Figure 1. Sequential cells colored by netlist name (run 1).
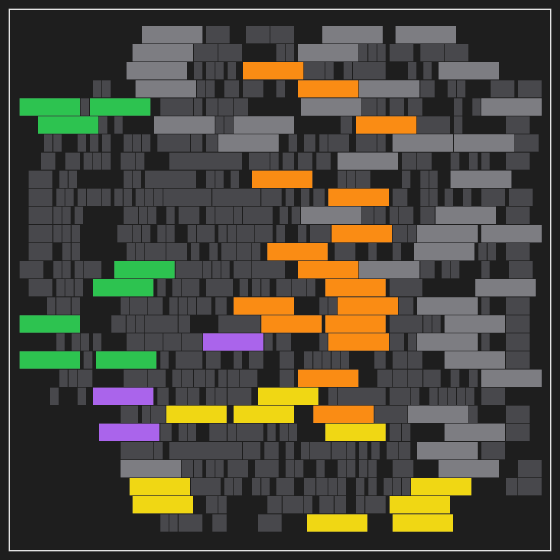
Figure 2. Clock distribution (run 1).
Bar = 20 um.
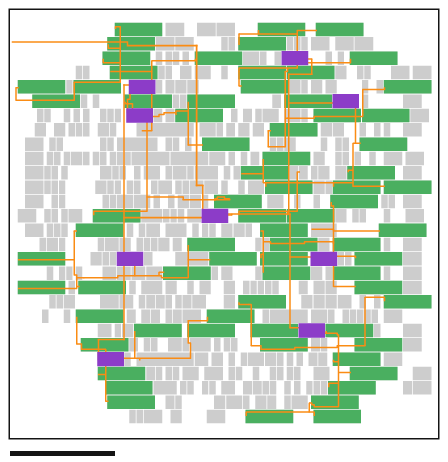
Figure 3. The clock network (run 1).
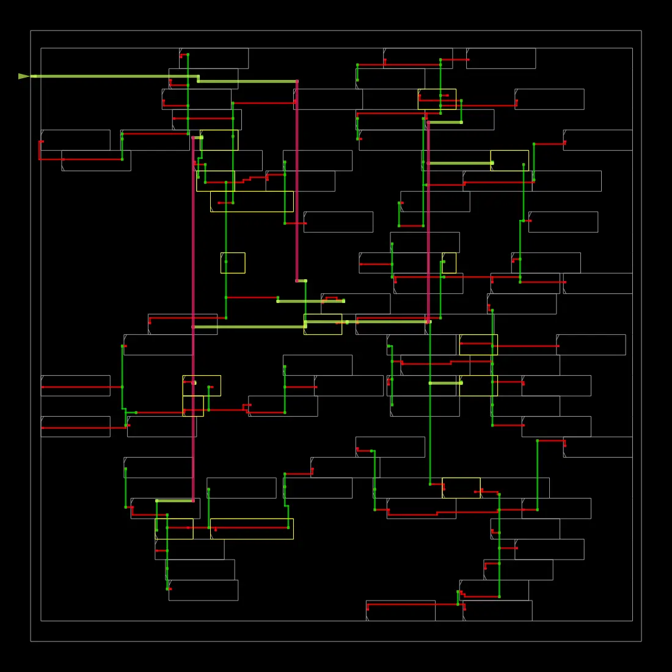
Figure 4. Placed cells, one color a class (run 1).
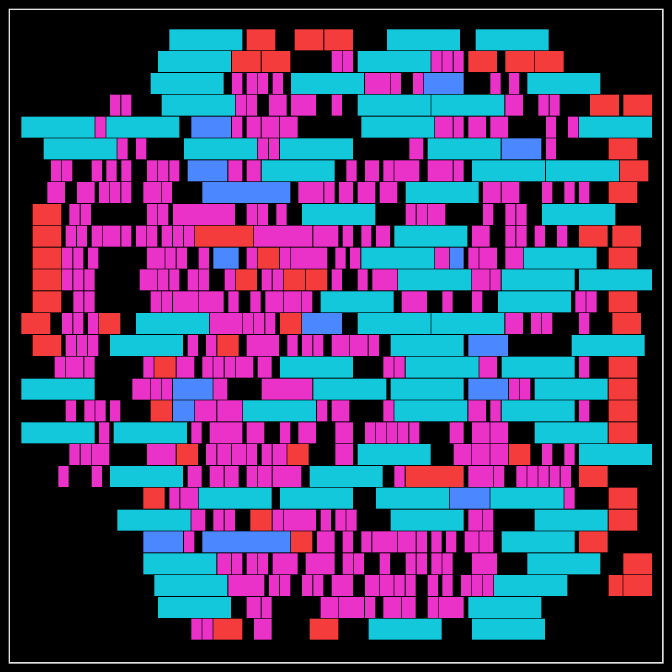
===== src/rtl/receive_fsm_if.sv =====
// Byte-in / command-out handshake between the UART receiver, the command
// parser and the acquisition control logic.
interface receive_fsm_if;
  logic        rx_valid;
  logic [7:0]  rx_data;
  logic        cmd_valid;
  logic [7:0]  cmd_code;
  logic [15:0] cmd_arg;
  logic        frame_err;
  logic        busy;

  modport master (
    output rx_valid, rx_data,
    input  cmd_valid, cmd_code, cmd_arg, frame_err, busy
  );

  modport slave (
    input  rx_valid, rx_data,
    output cmd_valid, cmd_code, cmd_arg, frame_err, busy
  );
endinterface


===== src/rtl/receive_fsm.sv =====
// Host-command receiver: parses SYNC/CODE/ARG_HI/ARG_LO/CHK frames, checks
// the XOR checksum and emits validated commands as single-cycle strobes.
module receive_fsm #(
  parameter logic [7:0] SYNC_BYTE      = 8'hA5,
  parameter int         TIMEOUT_CYCLES = 1000
) (
  input  logic           clk,
  input  logic           rst_n,
  receive_fsm_if.slave   bus
);

  localparam int unsigned CW = $clog2(TIMEOUT_CYCLES + 1);
  localparam logic [CW-1:0] TERM = CW'(TIMEOUT_CYCLES - 1);

  typedef enum logic [2:0] {
    S_IDLE,
    S_CODE,
    S_ARG_HI,
    S_ARG_LO,
    S_CHK
  } state_t;

  state_t        r_state;
  logic [7:0]    r_xor;
  logic [7:0]    r_code_sh;
  logic [15:0]   r_arg_sh;
  logic [CW-1:0] r_cnt;
  logic          r_cmd_valid;
  logic          r_frame_err;
  logic          r_busy;
  logic [7:0]    r_cmd_code;
  logic [15:0]   r_cmd_arg;

  always_ff @(posedge clk or negedge rst_n) begin
    if (!rst_n) begin
      r_state     <= S_IDLE;
      r_xor       <= '0;
      r_code_sh   <= '0;
      r_arg_sh    <= '0;
      r_cnt       <= '0;
      r_cmd_valid <= 1'b0;
      r_frame_err <= 1'b0;
      r_busy      <= 1'b0;
      r_cmd_code  <= '0;
      r_cmd_arg   <= '0;
    end else begin
      r_cmd_valid <= 1'b0;
      r_frame_err <= 1'b0;
      if (r_state == S_IDLE) begin
        if (bus.rx_valid && bus.rx_data == SYNC_BYTE) begin
          r_state <= S_CODE;
          r_busy  <= 1'b1;
          r_xor   <= '0;
          r_cnt   <= '0;
        end
      end else if (bus.rx_valid) begin
        // A byte on the terminal-count cycle takes priority over the timeout.
        r_cnt <= '0;
        case (r_state)
          S_CODE: begin
            r_code_sh <= bus.rx_data;
            r_xor     <= r_xor ^ bus.rx_data;
            r_state   <= S_ARG_HI;
          end
          S_ARG_HI: begin
            r_arg_sh[15:8] <= bus.rx_data;
            r_xor          <= r_xor ^ bus.rx_data;
            r_state        <= S_ARG_LO;
          end
          S_ARG_LO: begin
            r_arg_sh[7:0] <= bus.rx_data;
            r_xor         <= r_xor ^ bus.rx_data;
            r_state       <= S_CHK;
          end
          default: begin
            if (bus.rx_data == r_xor) begin
              r_cmd_code  <= r_code_sh;
              r_cmd_arg   <= r_arg_sh;
              r_cmd_valid <= 1'b1;
            end else begin
              r_frame_err <= 1'b1;
            end
            r_state <= S_IDLE;
            r_busy  <= 1'b0;
          end
        endcase
      end else if (r_cnt == TERM) begin
        r_frame_err <= 1'b1;
        r_state     <= S_IDLE;
        r_busy      <= 1'b0;
        r_cnt       <= '0;
        r_xor       <= '0;
        r_code_sh   <= '0;
        r_arg_sh    <= '0;
      end else begin
        r_cnt <= r_cnt + CW'(1);
      end
    end
  end

  assign bus.cmd_valid = r_cmd_valid;
  assign bus.frame_err = r_frame_err;
  assign bus.busy      = r_busy;
  assign bus.cmd_code  = r_cmd_code;
  assign bus.cmd_arg   = r_cmd_arg;

endmodule


===== src/flat_wrapper.sv =====
// flat-port wrapper written by rule: the top's interface ports become plain ports
module receive_fsm_flat 
#(
  parameter logic [7:0] SYNC_BYTE      = 8'hA5,
  parameter int         TIMEOUT_CYCLES = 1000
)
  (clk, rst_n, bus_rx_valid, bus_rx_data, bus_cmd_valid, bus_cmd_code, bus_cmd_arg, bus_frame_err, bus_busy);
  receive_fsm_if bus_i ();
  input  logic clk;
  input  logic rst_n;
  input wire logic [$bits(bus_i.rx_valid)-1:0] bus_rx_valid;
  input wire logic [$bits(bus_i.rx_data)-1:0] bus_rx_data;
  output wire logic [$bits(bus_i.cmd_valid)-1:0] bus_cmd_valid;
  output wire logic [$bits(bus_i.cmd_code)-1:0] bus_cmd_code;
  output wire logic [$bits(bus_i.cmd_arg)-1:0] bus_cmd_arg;
  output wire logic [$bits(bus_i.frame_err)-1:0] bus_frame_err;
  output wire logic [$bits(bus_i.busy)-1:0] bus_busy;
  assign bus_i.rx_valid = bus_rx_valid;
  assign bus_i.rx_data = bus_rx_data;
  assign bus_cmd_valid = bus_i.cmd_valid;
  assign bus_cmd_code = bus_i.cmd_code;
  assign bus_cmd_arg = bus_i.cmd_arg;
  assign bus_frame_err = bus_i.frame_err;
  assign bus_busy = bus_i.busy;
  receive_fsm #(.SYNC_BYTE(SYNC_BYTE), .TIMEOUT_CYCLES(TIMEOUT_CYCLES)) u_core (.clk(clk), .rst_n(rst_n), .bus(bus_i));
endmodule

===== config.mk =====
export PLATFORM = sky130hd
export DESIGN_NAME = receive_fsm_flat
export DESIGN_NICKNAME = d
export VERILOG_FILES = /design/src/rtl/receive_fsm_if.sv /design/src/rtl/receive_fsm.sv /design/src/flat_wrapper.sv
export SDC_FILE = /design/constraint.sdc
export NUM_CORES = 1
export LEC_CHECK = 0
export ABC_AREA = 1
export CAP_MARGIN = 20
export CORE_UTILIZATION = 56
export DETAILED_ROUTE_END_ITERATION = 10
export PLACE_DENSITY = 0.81
export SLEW_MARGIN = 20
export SYNTH_ARGS = -nofsm -noshare
export SYNTH_HDL_FRONTEND = slang
export SYNTH_SLANG_ARGS = --single-unit

===== constraint.sdc =====
create_clock -name clk -period 1.8 [get_ports clk]
set_input_delay 0.18 -clock clk [delete_from_list [all_inputs] [get_ports clk]]
set_output_delay 0.18 -clock clk [all_outputs]
set_load 0.02 [all_outputs]

==> results.cfg, run 1 <==
; flow metrics
[logic_synthesis]
yosys-stat-area_um2 = 3510
yosysCellCount = 414
synthDistinctLibCells = 33
ys_seq_share_pct = 51.3
syn_avg_cell_area_um2 = 8.49
ys_ff = 72
edf_count = 0
ys_sh_adder_pct = 0.356

[final_layout]
lay_top_count = nand2_1
fin_util_pct = 70.5
final-comb-area_um2 = 1490
lay_top_cells = 169 x nand2_1, 72 x dfrtp_1, 41 x nand4_1

[worst_setup_path]
crit_path_top_delay_cell = dfrtp_1
path_cells = inv_2 > nand2_4 > inv_4 > a21oi_2 > nand2_2 > nand2_1 > o21ai_1
worst-path-stages = 7
cp-end-kind = flip-flop
cp_max_fo = 16
reg2reg_slack_ps = 240
crit_buf_inv = 2
critPathMaxStageDelay_ps = 550
crit_type = flip-flop to flip-flop
endpoint = u_core.r_code_sh[1]$_DFFE_PN0P_

[route]
num_vias = 2980
routed_wl_um = 7800
wl_per_cell_um = 14.4
drt_iter0_markers = 229

[run]
cap_violations = 0
warnings = 26

[global_route]
grt_overflow = 0
grt_max_degree = 35

[final_timing]
hold_viol = 0
timing.final.crit_share_pct = 86.7
rsz0062_at_grt = no
setup_violations = 0
fin_tns_setup_ps = 0

[floorplan]
die_w_um = 81.2
dieArea_um2 = 6600
die_height_um = 81.2
ios = 38

[worst_hold_path]
min_path_type = primary input to asynchronous set/reset pin

[placement]
globalplace.congestion = 0.870
dp_hpwl_um = 5450

[clock_tree]
cts_hold_buf = 1
postCtsSetupBuffers = 0

[power_and_ir_drop]
power.leakage_nw = 2.13
finalPower_mw = 5.66
power_density_nw_per_um2 = 1340
power.share.combinational_pct = 34.6

[status]
status = finished clean
## Picture notes: Figure 1
- yellow: `u_core.r_cnt` (placed flops 10)
- orange: `u_core.r_arg_sh` (placed flops 16; where middle)
- purple: `u_core.r_state` (placed flops 3)
- green: `u_core.r_xor` (placed flops 8; where left middle)

## Picture notes: Figure 2
- green: flip-flops (count 72)
- orange: clock wires (length 851 um)
- purple: clock-net drivers (count 9)
- routed clock nets: 10
- flops lie: widely spread
Clock Skews: 10.6 ps
Clk pwr share: 24.9%
Clk power: 1.41 mW
Worst-Skew Late Latency: 350 ps

## Picture notes: Figure 3
total CTS buffers: 9
flip-flops: 72

## Picture notes: Figure 4
- blue: clock drivers and dummy loads (cells 15; share of their area 5.3%)
- cyan: sequential cells (cells 72; share of their area 44%)
- red: remaining buffers and delay cells (cells 55; share of their area 13%)
- magenta: remaining logic cells (cells 324; share of their area 38%)

## run 1: layer usage
metal,vias up,wire length (um),GRT usage [%]
met5,-,0,0
li1,1452,-,-
met1,1405,3520,35.5
met2,106,3680,43.7
met3,17,428,4.38
met4,0,170,12.7
## run 1: layout make-up
cell class	count	area share [%]
Sequential cell	72	42.7
Timing Repair Buffer	55	12.5
Tap cell	75	2.22
Clock inverter	5	1.93
Multi-Input combinational cell	299	35.2
Clock buffer	10	3.26
Inverter	25	2.28
## run 1: registers in the layout, summed over array words and instances (netlist names), 3 cells and up
register	flops
u_core.bus.cmd_code	8
u_core.r_code_sh	8
u_core.bus.cmd_arg	16
u_core.r_arg_sh	16
u_core.r_xor	8
u_core.r_cnt	10
u_core.r_state	3
## run 1: cells by family after synthesis
group / count (synthesis)
flip-flops: 72
AND/OR/NAND/NOR: 255
adder cells (fa/ha/maj): 1
buffers and inverters: 43
XOR/XNOR: 7
AND-OR/OR-AND: 36
## run 1: per-stage QoR
step                      hold WS, ps  worst slack, ps  instance area [um^2]  std cells
final                             347              240                  4220        541
after CTS                         370              257                  4220        541
after floorplan                  -116              383                  3510        414
after global routing              411             90.6                  4220        541
after detailed placement          207             7.47                  4000        525
after global placement            197             40.8                  4000        525
## run 1: cells in the mapped netlist (2+ instances only)
cell      count  area share, %
buf_6         6            1.9
o21ai_1      15            2.1
nand4_1      41            7.3
inv_1        17            1.8
dfrtp_1      72             51
o21ai_2       8            2.0
nand3_2       3           0.85
clkbuf_1      2           0.21
nand2_1     169             18
nand2_2       3           0.53
nand2_4       3           0.96
o21ai_0       3           0.43
nor2_1       23            2.5
o22ai_1       4           0.71
nand3_1       8            1.1
inv_2         7           0.75
xor2_1        7            1.7
buf_4         3           0.64
buf_2         6           0.85
Figure 5. Gate-type map (run 1).
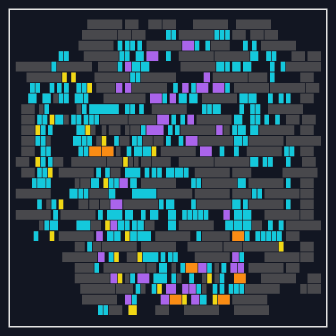

## Run 2: what changed since run 1
CORE_UTILIZATION = 60   (was 56)
PLACE_DENSITY = 0.86   (was 0.81)
clock period = 1.84 ns   (was 1.8 ns; I/O delays follow)
Figure 6. Gate-type map (run 2).
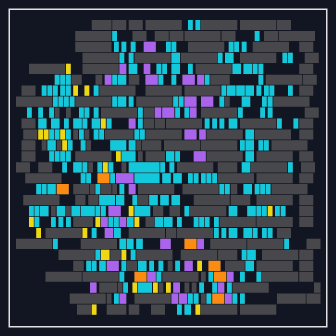
- cyan: nand cells (cells 229; where widely spread)
- orange: xor and xnor cells (cells 7)
- yellow: inv cells (cells 25)
- purple: aoi and oai cells (cells 35)
Comb/total area: 35.9%
final non-filler cell total: 535
Commonest Layout Cell: nand2_1

==> run 2 against run 1 <==
Die area fell by 6.5%. Critical endpoint is now u_core.bus.cmd_code[2]$_DFFE_PN0P_. Global-route usage increased by 0.85 points. Synthesized cell count stayed put. Largest cell class unchanged. Power fell by 8.4%. Register-to-register slack worse by 50 ps. Routed wire length fell by 3.0%. Count of clock-buffer cells in the layout is 1 higher. Non-clock buffer count decreased by 4.
==> results.cfg, run 2 <==
; flow metrics
[clock_tree]
cts_hold_buf = 1
cts-buffers-inserted = 9
clock_latency_ps = 350

[worst_setup_path]
crit_type = flip-flop to flip-flop
cp_max_fo = 25
critPathMaxStageDelay_ps = 410

[logic_synthesis]
ys_ff = 72
ys_top_cells_by_area = dfrtp_1 51%, nand2_1 18%, nand4_1 7.3%
synth_dominant_cell_count = nand2_1
top_area_cell = dfrtp_1
top_area_share_pct = 51.3
yosysCellCount = 414

[final_timing]
fin_tns_setup_ps = 0
worst_slack_ps = 186
setup_violations = 0
timing.final.crit_share_pct = 89.9
hold_viol = 0
rsz0062_at_grt = no
whs_ps = 382

[final_layout]
lay_top_cells = 169 x nand2_1, 72 x dfrtp_1, 41 x nand4_1
fin_util_pct = 74.1

[global_route]
grt_max_degree = 73
grt_overflow = 0

[status]
status = finished clean

[placement]
place_area_um2 = 3950
pre_cts_slack_ps = -148

[route]
wl_per_cell_um = 14.1

[power_and_ir_drop]
power_density_nw_per_um2 = 1250
finalPower_mw = 5.18

[run]
cap_violations = 0
Figure 7. Clock distribution (run 2).
Bar = 20 um.
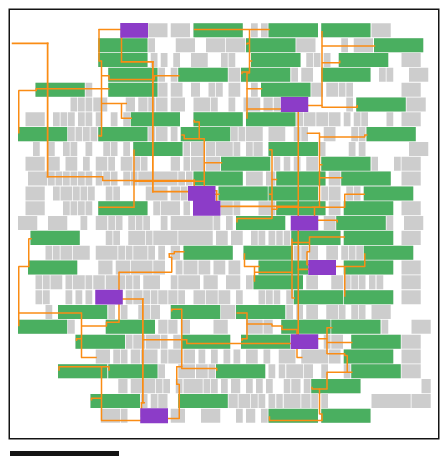
- purple: clock-net drivers (count 9)
- orange: clock wires (length 822 um)
- green: flip-flops (count 72)
- routed clock nets: 10
- flops lie: widely spread

## run 2: tightest hold or removal path, cell delays in order
cell           delay, ps
dlygate4sd3_1        510
buf_2                120
buf_12               320
## run 2: final timing paths
| check | endpoint | cells after the start | startpoint | slack (ps) |
|---|---|---|---|---|
| max | u_core.bus.cmd_code[2]$_DFFE_PN0P_ | 8 | u_core.r_xor[5]$_DFFE_PN0P_ | 190 |
| min | u_core.r_cnt[5]$_DFFE_PN0P_ | 3 | rst_n | 380 |
| max reg2reg | u_core.bus.cmd_code[2]$_DFFE_PN0P_ | 8 | u_core.r_xor[5]$_DFFE_PN0P_ | 190 |
| min reg2reg | u_core.r_arg_sh[10]$_DFFE_PN0P_ | 2 | u_core.r_arg_sh[10]$_DFFE_PN0P_ | 480 |
| max in group asynchronous | u_core.r_code_sh[0]$_DFFE_PN0P_ | 3 | rst_n | 1150 |
| min in group clk | u_core.r_arg_sh[10]$_DFFE_PN0P_ | 2 | u_core.r_arg_sh[10]$_DFFE_PN0P_ | 480 |
## run 2: layout make-up
cell class                 count  area (um^2)
timing repair buffer          51          485
inverter                      25         96.3
clock inverter                 5         32.5
multi-input combinational    299         1490
clock buffer                  11          141
tap                           72         90.1
sequential                    72         1800
fill                         415         1440
## run 2: cells by family (layout without fill, tap and decap cells)
family	Yosys count	after routing	share of synthesized area [%]
buffers and inverters	43	92	6.48
adders and majority gates	1	1	0.356
xor gates and xnor gates	7	7	1.74
AOI/OAI and AO/OA	36	36	6.69
DFF	72	72	51.3
and+or+nand+nor	255	255	33.5
## run 2: layer usage
metal  vias to the layer above  track usage, %  share of wire [%]
li1                       1449               -                  -
met1                      1454            38.5                 45
met2                       125            42.7                 47
met3                        18            3.95                5.5
met4                         0            14.8                2.1
met5                         -               0                  0
No activity file was given, so power comes from the tool's default toggle rates.
